**src/rtl/vga_timing_pkg.sv**
```systemverilog
// VGA 640x480@60 timing constants shared by the sync generator and the pixel-graph modules.
// The graph modules use the same screen bounds, so they import this package too.
package vga_timing_pkg;

   localparam int COORD_W = 10;

   localparam int DEF_H_DISPLAY = 640;
   localparam int DEF_H_FRONT   = 16;
   localparam int DEF_H_SYNC    = 96;
   localparam int DEF_H_BACK    = 48;
   localparam int DEF_V_DISPLAY = 480;
   localparam int DEF_V_FRONT   = 10;
   localparam int DEF_V_SYNC    = 2;
   localparam int DEF_V_BACK    = 33;

   typedef logic [COORD_W-1:0] coord_t;

   function automatic int span_total(input int disp, input int front, input int sync, input int back);
      return disp + front + sync + back;
   endfunction

   localparam int H_TOTAL = span_total(DEF_H_DISPLAY, DEF_H_FRONT, DEF_H_SYNC, DEF_H_BACK);
   localparam int V_TOTAL = span_total(DEF_V_DISPLAY, DEF_V_FRONT, DEF_V_SYNC, DEF_V_BACK);

endpackage

```
**src/rtl/vga_sync_gen_if.sv**
```systemverilog
// Timing bundle from the sync generator to the connector and the pixel-graph generators.
interface vga_sync_gen_if;
   import vga_timing_pkg::*;

   logic   hsync;
   logic   vsync;
   logic   video_on;
   logic   p_tick;
   coord_t pix_x;
   coord_t pix_y;
   logic   line_end;
   logic   frame_end;

   modport master (output hsync, vsync, video_on, p_tick, pix_x, pix_y, line_end, frame_end);
   modport slave  (input  hsync, vsync, video_on, p_tick, pix_x, pix_y, line_end, frame_end);

endinterface

```
**src/rtl/pixel_tick_div.sv**
```systemverilog
// Divides clk into a one-clk-wide pixel enable every CLK_DIV cycles.
module pixel_tick_div #(
   parameter int CLK_DIV = 2
)(
   input  logic clk,
   input  logic reset,
   output logic p_tick
);

   // A 1-bit counter pinned at zero makes CLK_DIV=1 give a constant tick with no special case.
   localparam int DIV_W = (CLK_DIV > 1) ? $clog2(CLK_DIV) : 1;
   localparam logic [DIV_W-1:0] LAST = DIV_W'(CLK_DIV - 1);

   logic [DIV_W-1:0] r_cnt;

   always_ff @(posedge clk) begin
      if (reset || r_cnt == LAST) r_cnt <= '0;
      else                        r_cnt <= r_cnt + 1'b1;
   end

   assign p_tick = (r_cnt == LAST);

endmodule

```
**src/rtl/vga_sync_gen.sv**
```systemverilog
// Free-running VGA timing: pixel/line counters, registered syncs aligned to the counters,
// and line/frame strobes.
module vga_sync_gen
   import vga_timing_pkg::*;
#(
   parameter int CLK_DIV   = 2,
   parameter int H_DISPLAY = DEF_H_DISPLAY,
   parameter int H_FRONT   = DEF_H_FRONT,
   parameter int H_SYNC    = DEF_H_SYNC,
   parameter int H_BACK    = DEF_H_BACK,
   parameter int V_DISPLAY = DEF_V_DISPLAY,
   parameter int V_FRONT   = DEF_V_FRONT,
   parameter int V_SYNC    = DEF_V_SYNC,
   parameter int V_BACK    = DEF_V_BACK
)(
   input  logic           clk,
   input  logic           reset,
   vga_sync_gen_if.master o_vga
);

   localparam int H_TOT = span_total(H_DISPLAY, H_FRONT, H_SYNC, H_BACK);
   localparam int V_TOT = span_total(V_DISPLAY, V_FRONT, V_SYNC, V_BACK);

   localparam coord_t H_LAST = coord_t'(H_TOT - 1);
   localparam coord_t V_LAST = coord_t'(V_TOT - 1);
   localparam coord_t H_VIS  = coord_t'(H_DISPLAY);
   localparam coord_t V_VIS  = coord_t'(V_DISPLAY);
   localparam coord_t HS_BEG = coord_t'(H_DISPLAY + H_FRONT);
   localparam coord_t HS_END = coord_t'(H_DISPLAY + H_FRONT + H_SYNC - 1);
   localparam coord_t VS_BEG = coord_t'(V_DISPLAY + V_FRONT);
   localparam coord_t VS_END = coord_t'(V_DISPLAY + V_FRONT + V_SYNC - 1);

   logic   w_p_tick;
   logic   w_h_last;
   logic   w_line_end;
   coord_t w_h_nxt;
   coord_t w_v_nxt;
   coord_t r_h_cnt;
   coord_t r_v_cnt;
   logic   r_hsync;
   logic   r_vsync;

   pixel_tick_div #(.CLK_DIV(CLK_DIV)) u_div (
      .clk    (clk),
      .reset  (reset),
      .p_tick (w_p_tick)
   );

   always_comb begin
      w_h_nxt    = r_h_cnt;
      w_v_nxt    = r_v_cnt;
      w_h_last   = (r_h_cnt == H_LAST);
      w_line_end = w_p_tick && w_h_last;
      if (w_p_tick) begin
         w_h_nxt = w_h_last ? '0 : r_h_cnt + 1'b1;
         if (w_h_last) w_v_nxt = (r_v_cnt == V_LAST) ? '0 : r_v_cnt + 1'b1;
      end
   end

   // Syncs decode the next-state counts so their edges land on the same clk as the count change.
   always_ff @(posedge clk) begin
      if (reset) begin
         r_h_cnt <= '0;
         r_v_cnt <= '0;
         r_hsync <= 1'b1;
         r_vsync <= 1'b1;
      end else begin
         r_h_cnt <= w_h_nxt;
         r_v_cnt <= w_v_nxt;
         r_hsync <= !(w_h_nxt >= HS_BEG && w_h_nxt <= HS_END);
         r_vsync <= !(w_v_nxt >= VS_BEG && w_v_nxt <= VS_END);
      end
   end

   assign o_vga.hsync     = r_hsync;
   assign o_vga.vsync     = r_vsync;
   assign o_vga.p_tick    = w_p_tick;
   assign o_vga.pix_x     = r_h_cnt;
   assign o_vga.pix_y     = r_v_cnt;
   assign o_vga.video_on  = (r_h_cnt < H_VIS) && (r_v_cnt < V_VIS);
   assign o_vga.line_end  = w_line_end;
   assign o_vga.frame_end = w_line_end && (r_v_cnt == V_LAST);

endmodule

```
**src/flat_wrapper.sv**
```systemverilog
// flat-port wrapper written by rule: the top's interface ports become plain ports
module vga_sync_gen_flat import vga_timing_pkg::*;
#(
   parameter int CLK_DIV   = 2,
   parameter int H_DISPLAY = DEF_H_DISPLAY,
   parameter int H_FRONT   = DEF_H_FRONT,
   parameter int H_SYNC    = DEF_H_SYNC,
   parameter int H_BACK    = DEF_H_BACK,
   parameter int V_DISPLAY = DEF_V_DISPLAY,
   parameter int V_FRONT   = DEF_V_FRONT,
   parameter int V_SYNC    = DEF_V_SYNC,
   parameter int V_BACK    = DEF_V_BACK
)
  (clk, reset, o_vga_hsync, o_vga_vsync, o_vga_video_on, o_vga_p_tick, o_vga_pix_x, o_vga_pix_y, o_vga_line_end, o_vga_frame_end);
  vga_sync_gen_if o_vga_i ();
  input  logic clk;
  input  logic reset;
  output wire logic [$bits(o_vga_i.hsync)-1:0] o_vga_hsync;
  output wire logic [$bits(o_vga_i.vsync)-1:0] o_vga_vsync;
  output wire logic [$bits(o_vga_i.video_on)-1:0] o_vga_video_on;
  output wire logic [$bits(o_vga_i.p_tick)-1:0] o_vga_p_tick;
  output wire logic [$bits(o_vga_i.pix_x)-1:0] o_vga_pix_x;
  output wire logic [$bits(o_vga_i.pix_y)-1:0] o_vga_pix_y;
  output wire logic [$bits(o_vga_i.line_end)-1:0] o_vga_line_end;
  output wire logic [$bits(o_vga_i.frame_end)-1:0] o_vga_frame_end;
  assign o_vga_hsync = o_vga_i.hsync;
  assign o_vga_vsync = o_vga_i.vsync;
  assign o_vga_video_on = o_vga_i.video_on;
  assign o_vga_p_tick = o_vga_i.p_tick;
  assign o_vga_pix_x = o_vga_i.pix_x;
  assign o_vga_pix_y = o_vga_i.pix_y;
  assign o_vga_line_end = o_vga_i.line_end;
  assign o_vga_frame_end = o_vga_i.frame_end;
  vga_sync_gen #(.CLK_DIV(CLK_DIV), .H_DISPLAY(H_DISPLAY), .H_FRONT(H_FRONT), .H_SYNC(H_SYNC), .H_BACK(H_BACK), .V_DISPLAY(V_DISPLAY), .V_FRONT(V_FRONT), .V_SYNC(V_SYNC), .V_BACK(V_BACK)) u_core (.clk(clk), .reset(reset), .o_vga(o_vga_i));
endmodule
```
**config.mk**
```make
export PLATFORM = sky130hd
export DESIGN_NAME = vga_sync_gen_flat
export DESIGN_NICKNAME = d
export VERILOG_FILES = /design/src/rtl/vga_timing_pkg.sv /design/src/rtl/vga_sync_gen_if.sv /design/src/rtl/pixel_tick_div.sv /design/src/rtl/vga_sync_gen.sv /design/src/flat_wrapper.sv
export SDC_FILE = /design/constraint.sdc
export NUM_CORES = 1
export LEC_CHECK = 0
export ABC_AREA = 1
export CORE_UTILIZATION = 35
export CTS_BUF_LIST = sky130_fd_sc_hd__clkbuf_4 sky130_fd_sc_hd__clkbuf_8
export DETAILED_ROUTE_END_ITERATION = 7
export GPL_TIMING_DRIVEN = 0
export PLACE_DENSITY_LB_ADDON = 0.2
export SYNTH_ARGS = -nofsm -noshare
export SYNTH_HDL_FRONTEND = slang
export SYNTH_SLANG_ARGS = --single-unit
```
**constraint.sdc**
```tcl
create_clock -name clk -period 4.2 [get_ports clk]
set_clock_uncertainty 0.05 [all_clocks]
set_input_delay 0.84 -clock clk [delete_from_list [all_inputs] [get_ports clk]]
set_output_delay 0.84 -clock clk [all_outputs]
set_load 0.02 [all_outputs]
```
==> impl_metrics.ini, run 1 <==
; synthesis and place-and-route metrics
[timing]
hold-worst-slack_ns = 0.487
slew_headroom_pct = 61.1
finalWorstSetupSlack_ns = 1.09
final-setup-viol-count = 0
tns_ns = 0
period_used_pct = 74.0
tightest_slew_ns = 0.584
final_hold_viol_count = 0
grt_setup_unrepaired = no
fmax_mhz = 322
finalCriticalPeriod_ns = 3.11
slew_violations = 0

[die]
coreArea_um2 = 3690
fp_util_pct = 36.5
ios = 28
fp.dieW_um = 64.0
chipArea_um2 = 4100
fp-row-count = 22
die_h_um = 64.0

[layout]
final_cell_count_no_fill = 292
syn_to_final_growth_pct = 28.2
nets = 250
diodes = 0
final_cell_mix = nand2_1 (53), nor2_1 (44), clkdlybuf4s50_1 (27), inv_1 (25)
drive_above_1_share_pct = 9.02
postLayoutCoreUtil_pct = 46.8
layout_top_cell = nand2_1
design_area_um2 = 1730

[cts]
cts_resized = 0
clock_path_buffers = 2
clk_latency_ns = 0.26
clk_pin_slew_worst_paths_ns = 0.08
htreeDepth = 1
cts_buffers = 3
cts_tree = built
clock_tree.root_cell = clkbuf_8
hold_buffers = 0
cts.sinks = 23
postCtsSetupBuffers = 0

[drt]
drc = 0
antenna_left = 0
via_per_inst = 4.67
vias = 1364
drt_pass1_iterations = 4
wl_mm = 3.25
drt_iter0_drc = 46
wire_per_inst_um = 11.1

[placed_design]
numPortBuffers = 27
dp_worst_setup_slack_ns = 1.40
dpl.hpwl_mm = 2.49
placed_cells = 288
place.gp.congestion = 0.867
placed_area_um2 = 1680

[critical_path]
r2r_slack_ns = 2.36
rr_startpoint = u_core.o_vga.pix_x[0]
crit_start = u_core.o_vga.pix_x[0]
cp-end-kind = output port
cp_max_fo = 10
r2r_cells = 11
cp-start-kind = flop
setup.worst_path.class = flop to output port
crit_required_ns = 3.31
r2r-end = u_core.o_vga.vsync
arrival_ns = 2.22

[job]
maxCapViolations = 0
tool_warnings = 27

[synthesis]
syn_area_per_cell_um2 = 6.32
ys_warn_count = 0
ff_type = dfxtp_1
synthCells = 213
edf_count = 0
synth_flops = 23
yosys.stat.seqShare_pct = 34.2
syn_nets = 218
netlist_top_cells_count = nand2_1 (53), nor2_1 (44), inv_1 (25)
topCellsByArea = dfxtp_1 (34%), nand2_1 (15%), nor2_1 (12%), nand3_1 (8.6%), inv_1 (7.0%)
yosysMostFrequentCell = nand2_1
synth_cell_types = 26
synth-cells-yosys = 213
synth_top_area_share_pct = 34.2
largest_area_cell = dfxtp_1
synthesis.area_um2 = 1350
yosys-stat-area_um2 = 1350
synthArstFlopShare_pct = 0

[power_and_ir_drop]
p_per_area_nw_per_um2 = 225
leakage_nw = 0.697
total_power_w = 0.000388
peakVddDrop_mv = 0.109

[global_routing]
grtUsageTotal_pct = 18.2
antenna_found_initial = 0
grt_max_degree = 13
grt_pass1_wl_mm = 5.78
grt-ovfl-total = 0
grt_pass1_vias = 1270

[hold_path]
whs_path_depth = 2
holdCritPathClass = flop to flop
min_to = u_core.o_vga.pix_y[3]
min_from = u_core.o_vga.pix_y[3]

[outcome]
status = finished, final reports clean
run 1: routing by layer:
layer | vias to the layer above | global-route usage [%] | part of all wire (%)
met5 | - | 0 | 0
li1 | 729 | - | -
met1 | 595 | 26.0 | 53
met3 | 5 | 3.04 | 5.2
met4 | 0 | 7.67 | 1.6
met2 | 35 | 26.5 | 40
run 1: how the worst max path moves through the flow:
stage | to
after floorplan | o_vga_frame_end
after global routing | o_vga_frame_end
after global placement | o_vga_frame_end
final | o_vga_frame_end
after detailed placement | o_vga_frame_end
after CTS | o_vga_frame_end
run 1: sequential cells by signal, summed over array words and instances (netlist names):
register and flops:
u_core.o_vga.hsync 1, u_core.o_vga.pix_x 10, u_core.o_vga.pix_y 10, u_core.o_vga.vsync 1, u_core.u_div.p_tick 1
run 1: power by group:
| part | internal (W) | switching (W) |
|---|---|---|
| sequential | 0.000220 | 0.00000282 |
| combinational | 0.00000832 | 0.0000126 |
| clock | 0.0000742 | 0.0000696 |
| total | 0.000303 | 0.0000850 |
run 1: layout make-up:
type	instances	area, µm²
fill	399	1960
multi-input combinational	158	762
sequential	23	460
timing repair buffer	27	270
inverter	30	113
tap	48	60.1
clock buffer	4	48.8
buffer	2	11.3
run 1: critical path, cell delays in order (launching register included):
cell and delay (ns):
dfxtp_1 0.41, ha_1 0.19, nand2_1 0.10, inv_1 0.13, nand2_2 0.13, nor2_8 0.21, nand2_2 0.10, inv_1 0.08
clkdlybuf4s50_1 0.60
run 1: cell families (layout without fill, tap and decap cells):
group / after synthesis / after routing / synth area share, %
buffers and inverters: 32 / 63 / 9.20
xor gates and xnor gates: 1 / 1 / 0.651
and+or+nand+nor: 139 / 139 / 46.9
adders and majority gates: 3 / 3 / 2.79
DFF: 23 / 23 / 34.2
AOI/OAI and AO/OA: 15 / 15 / 6.23
Run 1, selected gate families:
(6 px per µm)
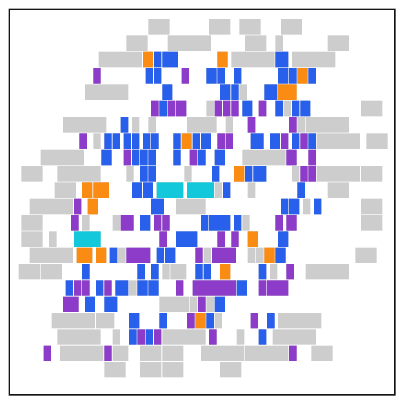
color	family	cells	most used
purple	nor cells	53	nor2_1
blue	nand cells	86	nand2_1
orange	aoi and oai cells	15	a21oi_1
cyan	fa/ha/maj cells	3	ha_1

Run 1, wiring by layer:
(4 px per µm) Only two layers are drawn.
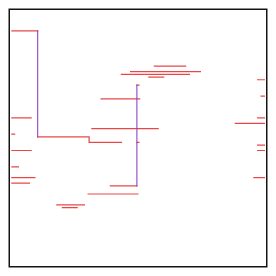
color	layer	wire length
purple	metal 4	51.7 µm
red	metal 3	171 µm

Run 1, pin map:
(6 px per µm) Pins as bars across the die edge, other pins in gray.
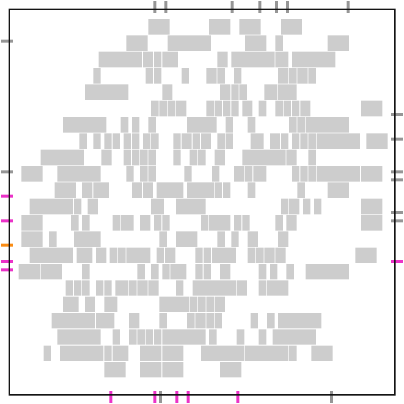
color	port	pins	direction	edge
magenta	o_vga_pix_x	10	output	5 south, 4 west, 1 east
orange	reset	1	input	west

--- run 2 (diff from run 1) ---
==> constraint.sdc (replaced) <==
create_clock -name clk -period 3.1 [get_ports clk]
set_clock_uncertainty 0.05 [all_clocks]
set_input_delay 0.62 -clock clk [delete_from_list [all_inputs] [get_ports clk]]
set_output_delay 0.62 -clock clk [all_outputs]
set_load 0.02 [all_outputs]
Run 2, selected gate families:
(6 px per µm)
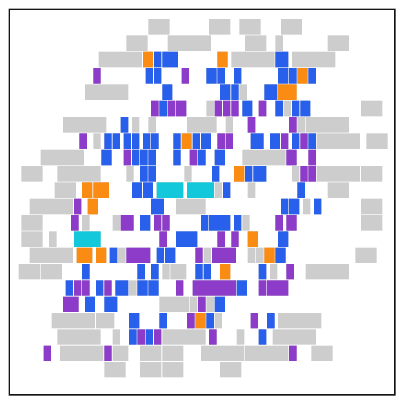
color	family	cells	most used
purple	nor cells	53	nor2_1
blue	nand cells	86	nand2_1
cyan	fa/ha/maj cells	3	ha_1
orange	aoi and oai cells	15	a21oi_1

==> run 2 against run 1 <==
Flip-flop count unchanged. Sequential share of layout area unchanged. Power is 35% higher. Critical endpoint unchanged. Combinational power grew 35%. Largest cell class unchanged.
==> impl_metrics.ini, run 2 <==
; synthesis and place-and-route metrics
[outcome]
status = finished, final reports clean

[critical_path]
crit_required_ns = 2.43
cp-start-kind = flop
path_delay_family = buffers and inverters
arrival_ns = 2.22
cp_max_fo = 10
path_buffers = 3
setup.worst_path.class = flop to output port
r2r_cells = 11
cpPeakStageDelay_ns = 0.60
cp-end-kind = output port
cp_cell_sequence = ha_1 > nand2_1 > inv_1 > nand2_2 > nor2_8 > nand2_2 > inv_1 > clkdlybuf4s50_1
r2r_slack_ns = 1.26

[global_routing]
grt_pass1_vias = 1270
grtUsageTotal_pct = 18.2
grt_pass1_wl_mm = 5.78
grt_util_met1_pct = 26.0
grt_busiest_layer = met2
antenna_found_initial = 0
grtUsageMet3_pct = 3.04
grt_max_degree = 13
use_met2_pct = 26.5

[cts]
clock_path_buffers = 2
clk_pin_slew_worst_paths_ns = 0.08
htreeDepth = 1
hold_buffers = 0
postCtsSetupBuffers = 0
clock_tree.root_cell = clkbuf_8
cts_buffers = 3
cts_tree = built

[power_and_ir_drop]
pg_seq_w = 0.000302
combPwrFrac_pct = 5.4
p_sw_w = 0.000115
power_leader = sequential cells
pwr-share-seq_pct = 57.5
comb-power_w = 0.0000283
peakVddDrop_mv = 0.147
sw_frac_of_total_pct = 21.9
p_clk_share_pct = 37.1
internal-power_w = 0.000410

[layout]
layout_top_cell = nand2_1
diodes = 0
final_cell_count_no_fill = 292
design_area_um2 = 1730
combGateArea_um2 = 762
nets = 250
fillers = 399
syn_to_final_growth_pct = 28.2

[job]
maxCapViolations = 0
tool_warnings = 27

[die]
fp_util_pct = 36.5
ios = 28
chipArea_um2 = 4100
fp.dieW_um = 64.0
coreArea_um2 = 3690

[hold_path]
min_from = u_core.o_vga.pix_y[3]
whs_path_depth = 2
min_to = u_core.o_vga.pix_y[3]
holdCritPathClass = flop to flop

[drt]
wl_met2_mm = 1.29
vias = 1364
via_per_inst = 4.67
drt_iter0_drc = 46
wl_met3_um = 170
antenna_left = 0
wl_met1_mm = 1.74
wl_mm = 3.25
drt_pass1_iterations = 4
drc = 0

[synthesis]
synth_flops = 23
synth_top_area_share_pct = 34.2
largest_area_cell = dfxtp_1
ys_warn_count = 0
logic_family = simple AND/OR/NAND/NOR gates
ff_type = dfxtp_1
mux_share_pct = 0
topCellsByArea = dfxtp_1 (34%), nand2_1 (15%), nor2_1 (12%), nand3_1 (8.6%), inv_1 (7.0%)
synthXorXnorAreaFrac_pct = 0.651
synth-cells-yosys = 213
synthSimpleGateAreaFrac_pct = 46.9
netlist_top_cells_count = nand2_1 (53), nor2_1 (44), inv_1 (25)
synthesis.area_um2 = 1350
ys_sh_aoi_pct = 6.23
edf_count = 0
yosys-stat-area_um2 = 1350
yosys.stat.seqShare_pct = 34.2
synthCells = 213
syn_nets = 218
fa_ha_area_share_pct = 2.79
synthArstFlopShare_pct = 0

[placed_design]
dpl.hpwl_mm = 2.49
placed_cells = 288
place.gp.congestion = 0.867
numPortBuffers = 27

[timing]
final_hold_viol_count = 0
finalCriticalPeriod_ns = 2.89
final-setup-viol-count = 0
fmax_mhz = 346
period_used_pct = 93.2
slew_headroom_pct = 61.1
grt_setup_unrepaired = no
tns_ns = 0
slew_violations = 0
tightest_slew_ns = 0.584
Run 2, clock routing:
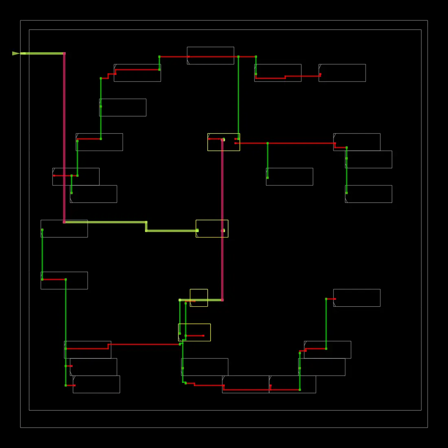
clk latency late pin: 0.26 ns
CLK BUF: 4
Clk power: 0.000195 W

==> run 2: cell counts after synthesis <==
Identical to the previous run, type by type.
==> run 2: how the worst max path moves through the flow <==
stage / startpoint / endpoint / slack, ns / cells after the start
floorplan: u_core.o_vga.pix_x[0] / o_vga_frame_end / 0.95 / 7
CTS: u_core.o_vga.pix_x[0] / o_vga_frame_end / 0.21 / 8
global route: u_core.o_vga.pix_x[0] / o_vga_frame_end / 0.09 / 8
global placement: u_core.o_vga.pix_x[0] / o_vga_frame_end / 0.53 / 8
detailed placement: u_core.o_vga.pix_x[0] / o_vga_frame_end / 0.52 / 8
finish: u_core.o_vga.pix_x[0] / o_vga_frame_end / 0.21 / 8
==> run 2: tightest hold or removal path, delay by kind of cell (launching register included) <==
kind               cells  cell delay, ns
AOI/OAI and AO/OA      1            0.06
DFF                    1            0.34
and+or+nand+nor        1            0.09
==> run 2: through the flow <==
stage | setup slack, ns | hold slack [ns] | util [%] | power, W
2_1_floorplan | 0.955 | 0.532 | - | 0.000325
3_3_place_gp | 0.526 | 0.472 | 45.5 | 0.000338
3_5_place_dp | 0.517 | 0.481 | 45.5 | 0.000338
4_1_cts | 0.212 | 0.493 | 46.8 | 0.000536
5_1_grt | 0.0933 | 0.527 | 46.8 | 0.000553
6_report | 0.211 | 0.487 | 46.8 | 0.000525
==> run 2: kinds of logic after synthesis <==
logic type,Yosys count
buffers and inverters,32
AND-OR/OR-AND,15
XOR/XNOR,1
AND/OR/NAND/NOR,139
flip-flops,23
adder cells (fa/ha/maj),3
==> run 2: final cells by class <==
cell class | instances | area share, %
Buffer | 2 | 0.653
Tap cell | 48 | 3.48
Clock buffer | 4 | 2.83
Multi-Input combinational cell | 158 | 44.2
Inverter | 30 | 6.53
Timing Repair Buffer | 27 | 15.7
Sequential cell | 23 | 26.7
--- run 3 (diff from run 2) ---
--- a/config.mk
+++ b/config.mk
@@ -5,9 +5,9 @@
 export SDC_FILE = /design/constraint.sdc
 export NUM_CORES = 1
 export LEC_CHECK = 0
-export ABC_AREA = 1
 export CORE_UTILIZATION = 35
 export CTS_BUF_LIST = sky130_fd_sc_hd__clkbuf_4 sky130_fd_sc_hd__clkbuf_8
+export CTS_CLUSTER_DIAMETER = 80
 export DETAILED_ROUTE_END_ITERATION = 7
 export GPL_TIMING_DRIVEN = 0
 export PLACE_DENSITY_LB_ADDON = 0.2
==> constraint.sdc (replaced) <==
create_clock -name clk -period 3.1 [get_ports clk]
set_clock_uncertainty 0.05 [all_clocks]
set_input_delay 0.465 -clock clk [delete_from_list [all_inputs] [get_ports clk]]
set_output_delay 0.465 -clock clk [all_outputs]
set_load 0.02 [all_outputs]
Run 3, wiring by layer:
(4 px per µm) Only two layers are drawn.
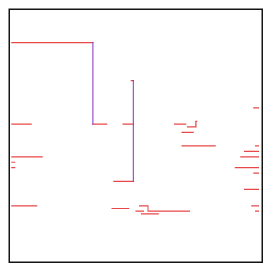
color	layer	wire length
red	metal 3	115 µm
purple	metal 4	45.6 µm

==> run 3 against run 2 <==
Clock power about the same. Sequential power about the same. Cell count down 18%. Flip-flop count unchanged. Highest routed layer unchanged. Clock-buffer cell count unchanged.
==> impl_metrics.ini, run 3 <==
; synthesis and place-and-route metrics
[power_and_ir_drop]
total_power_w = 0.000526
leakage_nw = 0.567
sw_frac_of_total_pct = 22.0
p_clk_share_pct = 37.6
comb-power_w = 0.0000241
p_per_area_nw_per_um2 = 312
power_leader = sequential cells
combPwrFrac_pct = 4.6
p_sw_w = 0.000115
pg_seq_w = 0.000304
pwr-share-seq_pct = 57.8

[synthesis]
synth_flops = 23
synthSimpleGateAreaFrac_pct = 30.0
fa_ha_area_share_pct = 2.89
ys_sh_aoi_pct = 17.0
syn_nets = 168
synth_top_area_share_pct = 35.5
ys_warn_count = 0
synthXorXnorAreaFrac_pct = 7.43
synthCells = 163
yosys-stat-area_um2 = 1300
logic_family = simple AND/OR/NAND/NOR gates
mux_share_pct = 1.64
synthArstFlopShare_pct = 0
edf_count = 0
yosys.stat.seqShare_pct = 35.5
synth_cell_types = 40
syn_area_per_cell_um2 = 7.96
synth-cells-yosys = 163

[timing]
finalWorstSetupSlack_ns = 0.208
tns_ns = 0
slew_violations = 0
final-setup-viol-count = 0
final_hold_viol_count = 0
fmax_mhz = 346
grt_setup_unrepaired = no
period_used_pct = 93.3
slew_headroom_pct = 66.2
tightest_slew_ns = 0.500

[critical_path]
r2r_slack_ns = 0.69
cp-end-kind = output port
r2r_cells = 7
arrival_ns = 2.38
cp_max_fo = 10
r2r-end = u_core.o_vga.vsync
setup.worst_path.class = flop to output port
cp-start-kind = flop
crit_start = u_core.o_vga.pix_x[0]
rr_startpoint = u_core.o_vga.pix_x[0]
crit_required_ns = 2.58
endpoint = o_vga_line_end

[cts]
cts_buffers = 3
cts.sinks = 23
htreeDepth = 1
clock_tree.root_cell = clkbuf_8
clk_latency_ns = 0.27
hold_buffers = 0
cts_tree = built
clk_pin_slew_worst_paths_ns = 0.08
clock_path_buffers = 2

[layout]
syn_to_final_growth_pct = 29.7
fillers = 333
final_cell_mix = clkdlybuf4s50_1 (25), dfxtp_1 (23), nand2_1 (17), nor2_1 (13), a21oi_1 (10)
postLayoutCoreUtil_pct = 48.9
layout_top_cell = clkdlybuf4s50_1
design_area_um2 = 1680
drive_above_1_share_pct = 6.19
final_cell_count_no_fill = 240
diodes = 0

[drt]
wl_mm = 3.27
topRoutingLayerUsed = met4
drt_pass1_iterations = 4
drc = 0
antenna_left = 0
via_per_inst = 5.50
wl_met2_mm = 1.58
vias = 1320

[job]
tool_warnings = 27
maxCapViolations = 0

[die]
die_h_um = 62.9
fp_util_pct = 37.7
coreArea_um2 = 3440
fp-row-count = 21
chipArea_um2 = 3950

[placed_design]
placed_area_um2 = 1630
dpl.hpwl_mm = 2.41
dp_worst_setup_slack_ns = 0.188
numPortBuffers = 27

[global_routing]
grtUsageTotal_pct = 17.4
antenna_found_initial = 0
grt_util_met1_pct = 22.3
use_met2_pct = 28.6
grt-ovfl-total = 0
grt_max_degree = 13
grt_pass1_vias = 1226
grt_pass1_wl_mm = 5.55

[hold_path]
holdCritPathClass = flop to flop

[outcome]
status = finished, final reports clean
Run 3, routed clock nets over the placement:
(8 px per µm)
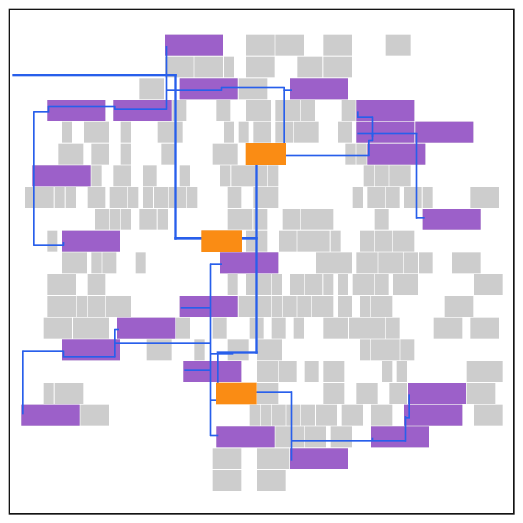
[purple] flip-flops | count: 23
[orange] clock drivers | count: 3
[blue] clock wires | length: 301 µm
routed clock nets	4

==> run 3: cell types whose count changed in the layout (fill, tap and decap cells not counted), moves of 4 or more <==
cell,delta
nand4_1,+7
nand2_1,-36
a21oi_1,+4
nand3_1,-14
nand2_2,-5
xnor2_1,+4
inv_1,-19
nor2_1,-31
xor2_1,+6
nor3_1,+6
clkbuf_1,+5
==> run 3: layout make-up <==
| type | instances | area (µm²) | area share, % |
|---|---|---|---|
| Multi-Input combinational cell | 123 | 764 | 45.4 |
| Sequential cell | 23 | 460 | 27.4 |
| Timing Repair Buffer | 29 | 287 | 17.0 |
| Tap cell | 46 | 57.6 | 3.42 |
| Clock buffer | 4 | 48.8 | 2.90 |
| Buffer | 8 | 38.8 | 2.30 |
| Inverter | 7 | 26.3 | 1.56 |
==> run 3: how the worst min path moves through the flow <==
stage / start / end / cells past startpoint
final: u_core.u_div.p_tick / u_core.u_div.p_tick / 1
after global routing: u_core.o_vga.pix_y[4] / u_core.o_vga.pix_y[4] / 2
after CTS: u_core.u_div.p_tick / u_core.u_div.p_tick / 1
after detailed placement: u_core.o_vga.pix_y[8] / u_core.o_vga.pix_y[8] / 2
after global placement: u_core.o_vga.pix_y[9] / u_core.o_vga.pix_y[9] / 2
after floorplan: reset / u_core.o_vga.pix_x[7] / 1
==> run 3: timing repair <==
| item | CTS | global route |
|---|---|---|
| resized | 1 | 1 |
| endpoints found under the setup margin | 1 | 1 |
| pin swaps | 0 | 1 |
| buffers inserted | 0 | 2 |
| gates cloned | 0 | 0 |
==> run 3: critical path, stage by stage (launching register included) <==
cell and delay (ns):
dfxtp_1 0.41, ha_1 0.21, nand3_1 0.21, or3_1 0.44, buf_6 0.15, inv_2 0.09
buf_2 0.24, dlygate4sd2_1 0.36
No activity file was given, so power comes from the tool's default toggle rates.
